==> config.mk <==
export PLATFORM = sky130hd
export DESIGN_NAME = cmsdk_ahb_output_arbiter
export DESIGN_NICKNAME = d
export VERILOG_FILES = /design/src/rtl/cmsdk_ahb_output_arbiter.sv
export SDC_FILE = /design/constraint.sdc
export NUM_CORES = 1
export LEC_CHECK = 0
export CAP_MARGIN = 20
export CORE_MARGIN = 5
export CORE_UTILIZATION = 50
export DETAILED_ROUTE_END_ITERATION = 12
export GPL_TIMING_DRIVEN = 1
export PLACE_DENSITY = 0.82
export SYNTH_ARGS = -nofsm -noshare
export SYNTH_HDL_FRONTEND = slang
export SYNTH_SLANG_ARGS = --single-unit
==> constraint.sdc <==
create_clock -name HCLK -period 8.3 [get_ports HCLK]
set_input_delay 1.66 -clock HCLK [delete_from_list [all_inputs] [get_ports HCLK]]
set_output_delay 1.66 -clock HCLK [all_outputs]
set_load 0.02 [all_outputs]
==> src/rtl/cmsdk_ahb_output_arbiter.sv <==
// rtl/cmsdk_ahb_output_arbiter.sv - AHB output-stage port arbiter with burst and lock hold
module cmsdk_ahb_output_arbiter #(
  parameter int NUM_PORTS        = 4,
  parameter int PORT_W           = 2,
  parameter int ARB_MODE         = 1,
  parameter int INCR_BEATS       = 4,
  parameter int EARLY_INCR_LIMIT = 1
) (
  input  logic                 HCLK,
  input  logic                 HRESET,
  input  logic [NUM_PORTS-1:0] req_port,
  input  logic                 HREADYM,
  input  logic                 HSELM,
  input  logic [1:0]           HTRANSM,
  input  logic [2:0]           HBURSTM,
  input  logic                 HMASTLOCKM,
  output logic [PORT_W-1:0]    addr_in_port,
  output logic                 no_port,
  output logic                 arb_change,
  output logic [3:0]           burst_remain
);

  localparam logic [1:0] TR_IDLE   = 2'b00;
  localparam logic [1:0] TR_BUSY   = 2'b01;
  localparam logic [1:0] TR_NONSEQ = 2'b10;
  localparam logic [1:0] TR_SEQ    = 2'b11;

  // Beats still to come after the NONSEQ of an undefined-length INCR
  localparam logic [3:0] LP_INCR_LOAD   = 4'(INCR_BEATS - 2);
  localparam logic [1:0] LP_EARLY_LIMIT = 2'(EARLY_INCR_LIMIT);

  logic [PORT_W-1:0] r_addr;
  logic              r_no;
  logic              r_chg;
  logic [3:0]        r_remain;
  logic              r_hold;
  logic [1:0]        r_early;

  logic              w_hold_nxt;
  logic [3:0]        w_remain_nxt;
  logic [1:0]        w_early_nxt;
  logic              w_no_nxt;
  logic [PORT_W-1:0] w_addr_nxt;

  logic              w_cur_valid;
  logic              w_low_found;
  logic              w_below_found;
  logic              w_above_found;
  logic              w_rr_found;
  logic [PORT_W-1:0] w_low_idx;
  logic [PORT_W-1:0] w_below_idx;
  logic [PORT_W-1:0] w_above_idx;
  logic [PORT_W-1:0] w_rr_idx;

  // Burst tracking: how many beats remain and whether the grant must be held
  always_comb begin
    w_hold_nxt   = r_hold;
    w_remain_nxt = r_remain;
    if (!HSELM) begin
      w_hold_nxt   = 1'b0;
      w_remain_nxt = 4'd0;
    end else begin
      case (HTRANSM)
        TR_IDLE: begin
          w_hold_nxt   = 1'b0;
          w_remain_nxt = 4'd0;
        end
        TR_BUSY: begin
          w_hold_nxt   = r_hold;
          w_remain_nxt = r_remain;
        end
        TR_SEQ: begin
          if (r_remain == 4'd0) begin
            w_hold_nxt   = 1'b0;
            w_remain_nxt = 4'd0;
          end else begin
            w_remain_nxt = r_remain - 4'd1;
          end
        end
        TR_NONSEQ: begin
          case (HBURSTM)
            3'b000: begin
              w_hold_nxt   = 1'b0;
              w_remain_nxt = 4'd0;
            end
            3'b001: begin
              // Repeatedly cut-short INCR bursts lose their protection
              if (r_early == LP_EARLY_LIMIT) begin
                w_hold_nxt   = 1'b0;
                w_remain_nxt = 4'd0;
              end else begin
                w_hold_nxt   = 1'b1;
                w_remain_nxt = LP_INCR_LOAD;
              end
            end
            3'b010, 3'b011: begin
              w_hold_nxt   = 1'b1;
              w_remain_nxt = 4'd2;
            end
            3'b100, 3'b101: begin
              w_hold_nxt   = 1'b1;
              w_remain_nxt = 4'd6;
            end
            default: begin
              w_hold_nxt   = 1'b1;
              w_remain_nxt = 4'd14;
            end
          endcase
        end
        default: begin
          w_hold_nxt   = 1'b0;
          w_remain_nxt = 4'd0;
        end
      endcase
    end
  end

  // Count NONSEQs that interrupt a still-held burst, saturating at 3
  always_comb begin
    w_early_nxt = r_early;
    if (!w_hold_nxt) begin
      w_early_nxt = 2'd0;
    end else if (r_hold && (HTRANSM == TR_NONSEQ)) begin
      w_early_nxt = (r_early == 2'd3) ? 2'd3 : r_early + 2'd1;
    end
  end

  // Candidate winners: lowest overall, lowest below/above current, nearest after current
  always_comb begin
    int c;
    int best;
    int d;
    c             = int'(r_addr);
    best          = NUM_PORTS;
    d             = 0;
    w_cur_valid   = !r_no && (c < NUM_PORTS);
    w_low_found   = 1'b0;
    w_below_found = 1'b0;
    w_above_found = 1'b0;
    w_rr_found    = 1'b0;
    w_low_idx     = '0;
    w_below_idx   = '0;
    w_above_idx   = '0;
    w_rr_idx      = '0;
    for (int i = NUM_PORTS - 1; i >= 0; i--) begin
      if (req_port[i]) begin
        w_low_found = 1'b1;
        w_low_idx   = PORT_W'(i);
        if (i < c) begin
          w_below_found = 1'b1;
          w_below_idx   = PORT_W'(i);
        end
        if (i > c) begin
          w_above_found = 1'b1;
          w_above_idx   = PORT_W'(i);
        end
      end
    end
    // Round-robin distance measured upward from the current port, wrapping
    for (int i = 0; i < NUM_PORTS; i++) begin
      if (req_port[i] && (i != c)) begin
        d = (i > c) ? (i - c) : (i - c + NUM_PORTS);
        if (d < best) begin
          best       = d;
          w_rr_found = 1'b1;
          w_rr_idx   = PORT_W'(i);
        end
      end
    end
  end

  // Next selection: held under lock or burst, otherwise arbitrate
  always_comb begin
    w_no_nxt   = r_no;
    w_addr_nxt = r_addr;
    if (HMASTLOCKM || w_hold_nxt) begin
      w_no_nxt   = r_no;
      w_addr_nxt = r_addr;
    end else if (!w_cur_valid) begin
      if (w_low_found) begin
        w_no_nxt   = 1'b0;
        w_addr_nxt = w_low_idx;
      end else begin
        w_no_nxt   = 1'b1;
      end
    end else if (ARB_MODE == 1) begin
      if (w_rr_found) begin
        w_no_nxt   = 1'b0;
        w_addr_nxt = w_rr_idx;
      end else if (HSELM) begin
        w_no_nxt   = 1'b0;
      end else begin
        w_no_nxt   = 1'b1;
      end
    end else begin
      if (w_below_found) begin
        w_no_nxt   = 1'b0;
        w_addr_nxt = w_below_idx;
      end else if (HSELM) begin
        w_no_nxt   = 1'b0;
      end else if (w_above_found) begin
        w_no_nxt   = 1'b0;
        w_addr_nxt = w_above_idx;
      end else begin
        w_no_nxt   = 1'b1;
      end
    end
  end

  // State advances only on completed transfers; arb_change flags a new selection
  always_ff @(posedge HCLK or posedge HRESET) begin
    if (HRESET) begin
      r_addr   <= '0;
      r_no     <= 1'b1;
      r_chg    <= 1'b0;
      r_remain <= 4'd0;
      r_hold   <= 1'b0;
      r_early  <= 2'd0;
    end else begin
      r_chg <= 1'b0;
      if (HREADYM) begin
        r_addr   <= w_addr_nxt;
        r_no     <= w_no_nxt;
        r_remain <= w_remain_nxt;
        r_hold   <= w_hold_nxt;
        r_early  <= w_early_nxt;
        r_chg    <= ({w_no_nxt, w_addr_nxt} != {r_no, r_addr});
      end
    end
  end

  assign addr_in_port = r_addr;
  assign no_port      = r_no;
  assign arb_change   = r_chg;
  assign burst_remain = r_remain;

endmodule

Fig. 1: run 1, wires at chosen ports, followed through buffers
Scale: 4 px per µm.
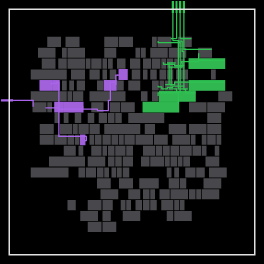
| colour | port | bits | direction | edge | end cells | wire |
|---|---|---|---|---|---|---|
| green | burst_remain | 4 | output | top | 4 | 164 µm |
| purple | HREADYM | 1 | input | left | 8 | 60.6 µm |

Fig. 2: run 1, local utilization
Scale: 6 px per µm. The die is cut into 6 by 6 equal tiles; dark blue is low, red is high, 0 to 100% covered.
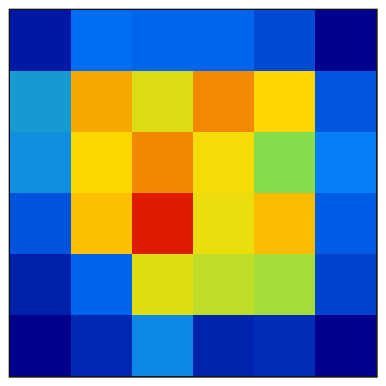
tiles over 75% full: 22%
nearly empty tiles: 8.3%
fullest tile: 97%
final design utilization: 0.624
area of the core: 2480 µm²
core utilization at floorplan: 0.525

Fig. 3: run 1, routed clock nets over the placement
Scale: 6 px per µm.
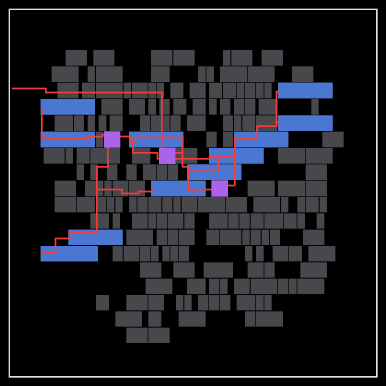
[blue] flip-flops | count: 11
[red] clock wires | length: 179 µm
[purple] cells driving clock nets | count: 3
routed clock nets: 4

Fig. 4: run 1, met3 routing
Scale: 8 px per µm.
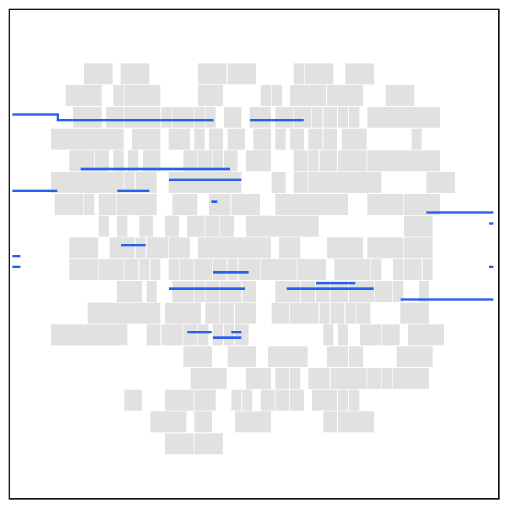
longest straight run: 19.3 µm
share of all routed wire: 4.1%

==> impl_metrics.json, run 1 <==
{
  "finalClockPeriodUsage": 0.637,
  "num-nonclk-buffers": 21,
  "detailroute.via_count": 1311,
  "drt_iter0_drc": 94,
  "post_cts.resized_instances": 0,
  "flop_share_of_the_area": 0.179,
  "grt_pass1_wl_um": 5440,
  "globalRouteTotalUtil": 0.188,
  "number_of_enable_type_register_cells_in_the_synthesized_netlist": 0,
  "logic_gate_count": 134,
  "synth.yosys.chip_area_um2": 1300,
  "openroad.warnings": 37,
  "gp_congestion": 0.891,
  "fin_crit_ns": 5.29,
  "synth_async_sr_flop_share": 1.00,
  "power.density_nw_per_um2": 297,
  "timing.critical_path.mode_cell": "sky130_fd_sc_hd__o21ai_0",
  "fmax_ghz": 0.189,
  "yosys_cell_count": 168,
  "cts_buffer_depth": 2,
  "num_antenna_cells": 0,
  "hold-path-cell-count": 2,
  "skew_ns": 0.00481,
  "comb-cell-share": 0.600,
  "finalMaxSlewViolations": 0,
  "synth-seq-cells": 11,
  "post_cts_setup_buffer_count": 0,
  "post_route_cells_drive_above_1_share": 0.0585,
  "layout.nonclk_buf_frac": 0.136,
  "n_clock_buffer": 4,
  "grt_pass1_vias": 1214,
  "cp_slowest_cell": "sky130_fd_sc_hd__clkdlybuf4s50_1",
  "run_status": "completed",
  "pre_cts_slack_ns": 2.81,
  "path_class": "primary input to register",
  "timing.critical_path.max_delay_family": "AND-OR/OR-AND gates",
  "cts_tree": "built",
  "num-nonclk-inverters": 18,
  "clock_network_contribution_to_total_cell_area": 0.0170,
  "layout_top_cells_excl_fill_tap": "sky130_fd_sc_hd__clkdlybuf4s50_1, sky130_fd_sc_hd__ha_1, sky130_fd_sc_hd__inv_1, sky130_fd_sc_hd__o21ai_0, sky130_fd_sc_hd__nor2_1",
  "die_h_um": 61.0,
  "postSynthSeqShare": 0.213,
  "die_width_um": 61.0,
  "num_ports": 22,
  "cts.sinks": 11,
  "crit_path_max_fanout": 10,
  "p_leak_nw": 0.685,
  "clock.latency.late_pin_ns": 0.27,
  "clock_tree.htree_level_count": 1,
  "mappedNetlistNets": 201,
  "timing.max_slew.rel_slack": 0.654,
  "detailed_route_wire_length_per_cell_um": 14.3,
  "drt_pre_antenna_iters": 4,
  "top_logic_cell_by_instance_count_in_the_layout": "sky130_fd_sc_hd__clkdlybuf4s50_1",
  "io_buffer_count": 21,
  "distinct_cell_type_count_after_synthesis": 49,
  "nFlopsAndLatches": 11,
  "taps": 30,
  "gr-total-overflow": 0,
  "critical_path_rt_ns": 8.50,
  "clock_tree.root_cell": "sky130_fd_sc_hd__clkbuf_4"
}
-- run 1: Yosys cell counts (2+ instances only) --
library cell                n  area share
sky130_fd_sc_hd__a31oi_1    4       0.019
sky130_fd_sc_hd__inv_1     18       0.052
sky130_fd_sc_hd__ha_1      19        0.18
sky130_fd_sc_hd__nand3_1    6       0.023
sky130_fd_sc_hd__o21ai_0   18       0.069
sky130_fd_sc_hd__nor3_1     5       0.019
sky130_fd_sc_hd__nand2b_1   2      0.0096
sky130_fd_sc_hd__a21oi_1    6       0.023
sky130_fd_sc_hd__nand2b_4   2       0.021
sky130_fd_sc_hd__buf_2      3       0.012
sky130_fd_sc_hd__a211oi_1   2       0.012
sky130_fd_sc_hd__a22oi_1    2       0.012
sky130_fd_sc_hd__and2_1     2      0.0096
sky130_fd_sc_hd__nor2b_1    3       0.014
sky130_fd_sc_hd__and3_1     2      0.0096
sky130_fd_sc_hd__o21a_1     4       0.023
sky130_fd_sc_hd__dfrtp_1   10        0.19
sky130_fd_sc_hd__nor2_1    16       0.046
sky130_fd_sc_hd__nand2_1   11       0.032
sky130_fd_sc_hd__o31ai_1    2       0.012
sky130_fd_sc_hd__o21ai_1    2      0.0077
sky130_fd_sc_hd__nor4_1     2      0.0096
-- run 1: final timing paths --
kind,from,endpoint
worst max-delay path,req_port[0],arb_change
worst min-delay path,r_early[1],r_early[1]
worst max register to register,addr_in_port[1],arb_change
worst min register to register,r_early[1],r_early[1]
max in group asynchronous,HRESET,no_port
min in group asynchronous,HRESET,arb_change
-- run 1: routing by layer --
layer / share of wire / vias up / global-route usage / wire length [µm]
li1: - / 643 / - / -
met4: 0.0032 / 0 / 0.0186 / 10
met3: 0.041 / 2 / 0.0314 / 127
met1: 0.50 / 632 / 0.280 / 1550
met5: 0 / - / 0 / 0
met2: 0.46 / 34 / 0.298 / 1420
-- run 1: flip-flops by register name (all words and copies together) (netlist names) --
register,flops
burst_remain,4
r_early,2
r_hold,1
addr_in_port,2
arb_change,1
no_port,1
-- run 1: kinds of logic (layout without fill, tap and decap cells) --
family / count (synthesis) / count (layout) / synth area share
compound gates: 55 / 55 / 0.279
fa+ha+maj: 19 / 19 / 0.183
buf+inv: 23 / 43 / 0.0750
flops: 11 / 11 / 0.213
mux: 1 / 1 / 0.00769
simple gates: 59 / 59 / 0.243
-- run 1: where the power goes --
| part | leakage [nW] | switching, mW | total [mW] | internal [mW] |
|---|---|---|---|---|
| sequential | 0.143 | 0.0312 | 0.0973 | 0.0662 |
| combinational | 0.527 | 0.179 | 0.324 | 0.145 |
| clock | 0.0150 | 0.0189 | 0.0375 | 0.0186 |
-- run 1: per-stage QoR --
| stage | hold WS (ns) | std cells | cell area, µm² |
|---|---|---|---|
| 6_report | 0.522 | 218 | 1550 |
| 5_1_grt | 0.560 | 218 | 1550 |
| 4_1_cts | 0.520 | 218 | 1550 |
| 3_5_place_dp | 0.498 | 214 | 1520 |
| 3_3_place_gp | 0.480 | 214 | 1520 |
| 2_1_floorplan | 0.457 | 168 | 1300 |
==> inputs of run 2 (changes only) <==
- CORE_UTILIZATION: 50 -> 48
- clock period: 8.3 -> 4.7 ns (I/O delays scaled with it)
==> run 2 against run 1 <==
Net effect: register-to-register slack worse by 3.3 ns; critical endpoint unchanged; flip-flop count unchanged; non-clock buffer count up 3; synthesized cell count unchanged; critical path type unchanged; highest routed layer unchanged; sequential power up 61%; critical path depth down 1; wire length up 4.0%; count of clock-buffer cells in the layout unchanged; total power up 84%.
==> impl_metrics.json, run 2 <==
{
  "io_buffer_count": 21,
  "die_width_um": 62.1,
  "design.die.area_um2": 3850,
  "largest_register_ffs": 4,
  "p_leak_nw": 0.709,
  "postSynthSeqShare": 0.213,
  "top_cells_by_count": "sky130_fd_sc_hd__ha_1, sky130_fd_sc_hd__inv_1, sky130_fd_sc_hd__o21ai_0",
  "post_cts_setup_buffer_count": 0,
  "cp_slowest_cell": "sky130_fd_sc_hd__clkdlybuf4s50_1",
  "cts_buffer_depth": 2,
  "fin_cells": 221,
  "worst-slew-pin-transition_ns": 0.499,
  "cts_tree": "built",
  "mappedNetlistNets": 201,
  "power.density_nw_per_um2": 535,
  "num_antenna_cells": 0,
  "drt_iter0_drc": 112,
  "top_logic_cell_by_instance_count_in_the_layout": "sky130_fd_sc_hd__clkdlybuf4s50_1",
  "clock.latency.late_pin_ns": 0.27,
  "grt_pass1_wl_um": 5490,
  "fp-row-count": 18,
  "synth-seq-cells": 11,
  "post_route_cells_drive_above_1_share": 0.0785,
  "synthesis_to_layout_area_growth_pct": 20.9,
  "path_class": "primary input to register",
  "top_cell": "sky130_fd_sc_hd__ha_1",
  "finalClockPeriodUsage": 0.926,
  "drt_pre_antenna_iters": 4,
  "clock_tree.htree_level_count": 1,
  "critical_path_rt_ns": 4.89,
  "crit_path_max_fanout": 5,
  "fin_crit_ns": 4.35,
  "finalMaxSlewViolations": 0,
  "grt_pass1_vias": 1228,
  "fmax_ghz": 0.230,
  "place_area_um2": 1540,
  "number_of_enable_type_register_cells_in_the_synthesized_netlist": 0,
  "timing.max_slew.rel_slack": 0.664,
  "globalRouteTotalUtil": 0.188,
  "gr-total-overflow": 0,
  "openroad.warnings": 37,
  "layout_top_cells_excl_fill_tap": "sky130_fd_sc_hd__clkdlybuf4s50_1, sky130_fd_sc_hd__ha_1, sky130_fd_sc_hd__inv_1, sky130_fd_sc_hd__o21ai_0, sky130_fd_sc_hd__nor2_1",
  "num_ports": 22,
  "fin_area_um2": 1570,
  "gp_congestion": 0.945,
  "netlist.area_leader.share": 0.192,
  "synth_async_sr_flop_share": 1.00,
  "critPathLaunchType": "primary input",
  "topCellsByArea": "sky130_fd_sc_hd__dfrtp_1, sky130_fd_sc_hd__ha_1, sky130_fd_sc_hd__o21ai_0, sky130_fd_sc_hd__inv_1, sky130_fd_sc_hd__nor2_1",
  "area_leader_netlist": "sky130_fd_sc_hd__dfrtp_1",
  "pre_cts_slack_ns": -0.00930,
  "cts.sinks": 11,
  "yosys_cell_count": 168,
  "run_status": "completed",
  "timing.critical_path.mode_cell": "sky130_fd_sc_hd__o21ai_0",
  "tightest_hold_margin_ns": 0.541,
  "postSynthAreaPerCell_um2": 7.75,
  "distinct_cell_type_count_after_synthesis": 49,
  "placedCellCount": 217,
  "die_h_um": 62.1
}
run 2: kinds of logic (layout without fill, tap and decap cells):
| family | count (synthesis) | count (layout) | share of synthesized area |
|---|---|---|---|
| and+or+nand+nor | 59 | 59 | 0.243 |
| AOI/OAI and AO/OA | 55 | 55 | 0.279 |
| buffers and inverters | 23 | 46 | 0.0750 |
| adders and majority gates | 19 | 19 | 0.183 |
| DFF | 11 | 11 | 0.213 |
| muxes | 1 | 1 | 0.00769 |
run 2: final timing paths:
kind / endpoint / startpoint / depth (start not counted) / slack [ns]
min in group asynchronous: addr_in_port[1] / HRESET / 2 / 0.97
setup / recovery: arb_change / req_port[1] / 16 / 0.35
setup reg to reg: arb_change / addr_in_port[0] / 19 / 0.47
max in group asynchronous: no_port / HRESET / 2 / 3.40
hold / removal: r_early[1] / r_early[1] / 2 / 0.54
hold reg to reg: r_early[1] / r_early[1] / 2 / 0.54
run 2: layout make-up:
class | count | area, µm² | share of cell area
inverter | 18 | 67.6 | 0.0430
multi-input combinational | 134 | 930 | 0.591
timing repair buffer | 24 | 235 | 0.150
sequential | 11 | 277 | 0.176
clock buffer | 4 | 26.3 | 0.0167
tap | 30 | 37.5 | 0.0239
run 2: timing repair:
action | in CTS | in global routing
setup endpoints to repair | 0 | 1
resized | 0 | 2
hold endpoints to repair | 0 | 0
run 2: per-layer routing:
| layer | up-vias | GRT usage | wire length [µm] | share of wire |
|---|---|---|---|---|
| met4 | 0 | 0.0576 | 33 | 0.010 |
| met2 | 50 | 0.281 | 1540 | 0.47 |
| met1 | 629 | 0.271 | 1470 | 0.45 |
| met5 | - | 0 | 0 | 0 |
| met3 | 8 | 0.0393 | 200 | 0.062 |
| li1 | 647 | - | - | - |
run 2: power breakdown:
part	internal (mW)	switching [mW]
Sequential	0.117	0.0398
Combinational	0.276	0.345
Clock	0.0328	0.0307
run 2: critical path: cells and delay by family:
kind	cells	cell delay, ns
simple gates	4	0.69
buf+inv	1	0.54
compound gates	9	1.87
fa+ha+maj	2	0.50
Fig. 5: run 2, met3 routing
Scale: 8 px per µm.
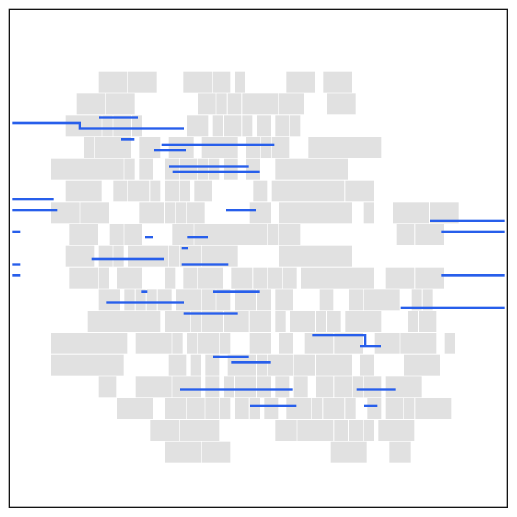
number of vias after detailed routing: 1,334
met3 capacity usage during global routing: 0.0393
routed wire length: 3240 µm

Fig. 6: run 2, local utilization
Scale: 6 px per µm. The die is cut into 6 by 6 equal tiles; dark blue is low, red is high, 0 to 100% covered.
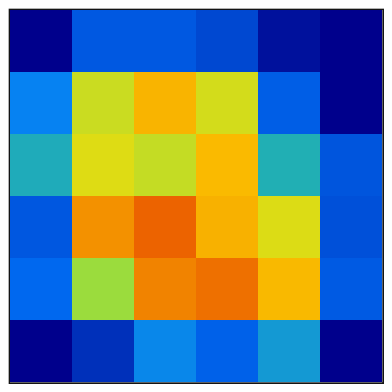
final design utilization: 0.618
area of the core: 2540 µm²
core utilization at floorplan: 0.511

Fig. 7: run 2, track usage over the die
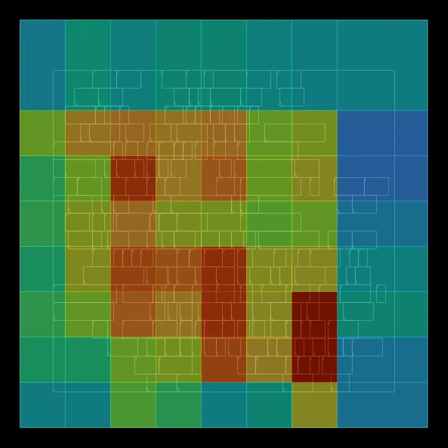
met1 GRT Util: 0.271
detailed-route wire length per cell: 14.7 µm
global routing met2 resource utilization: 0.281
global route hottest layer: met2

No activity file was given, so power comes from the tool's default toggle rates.
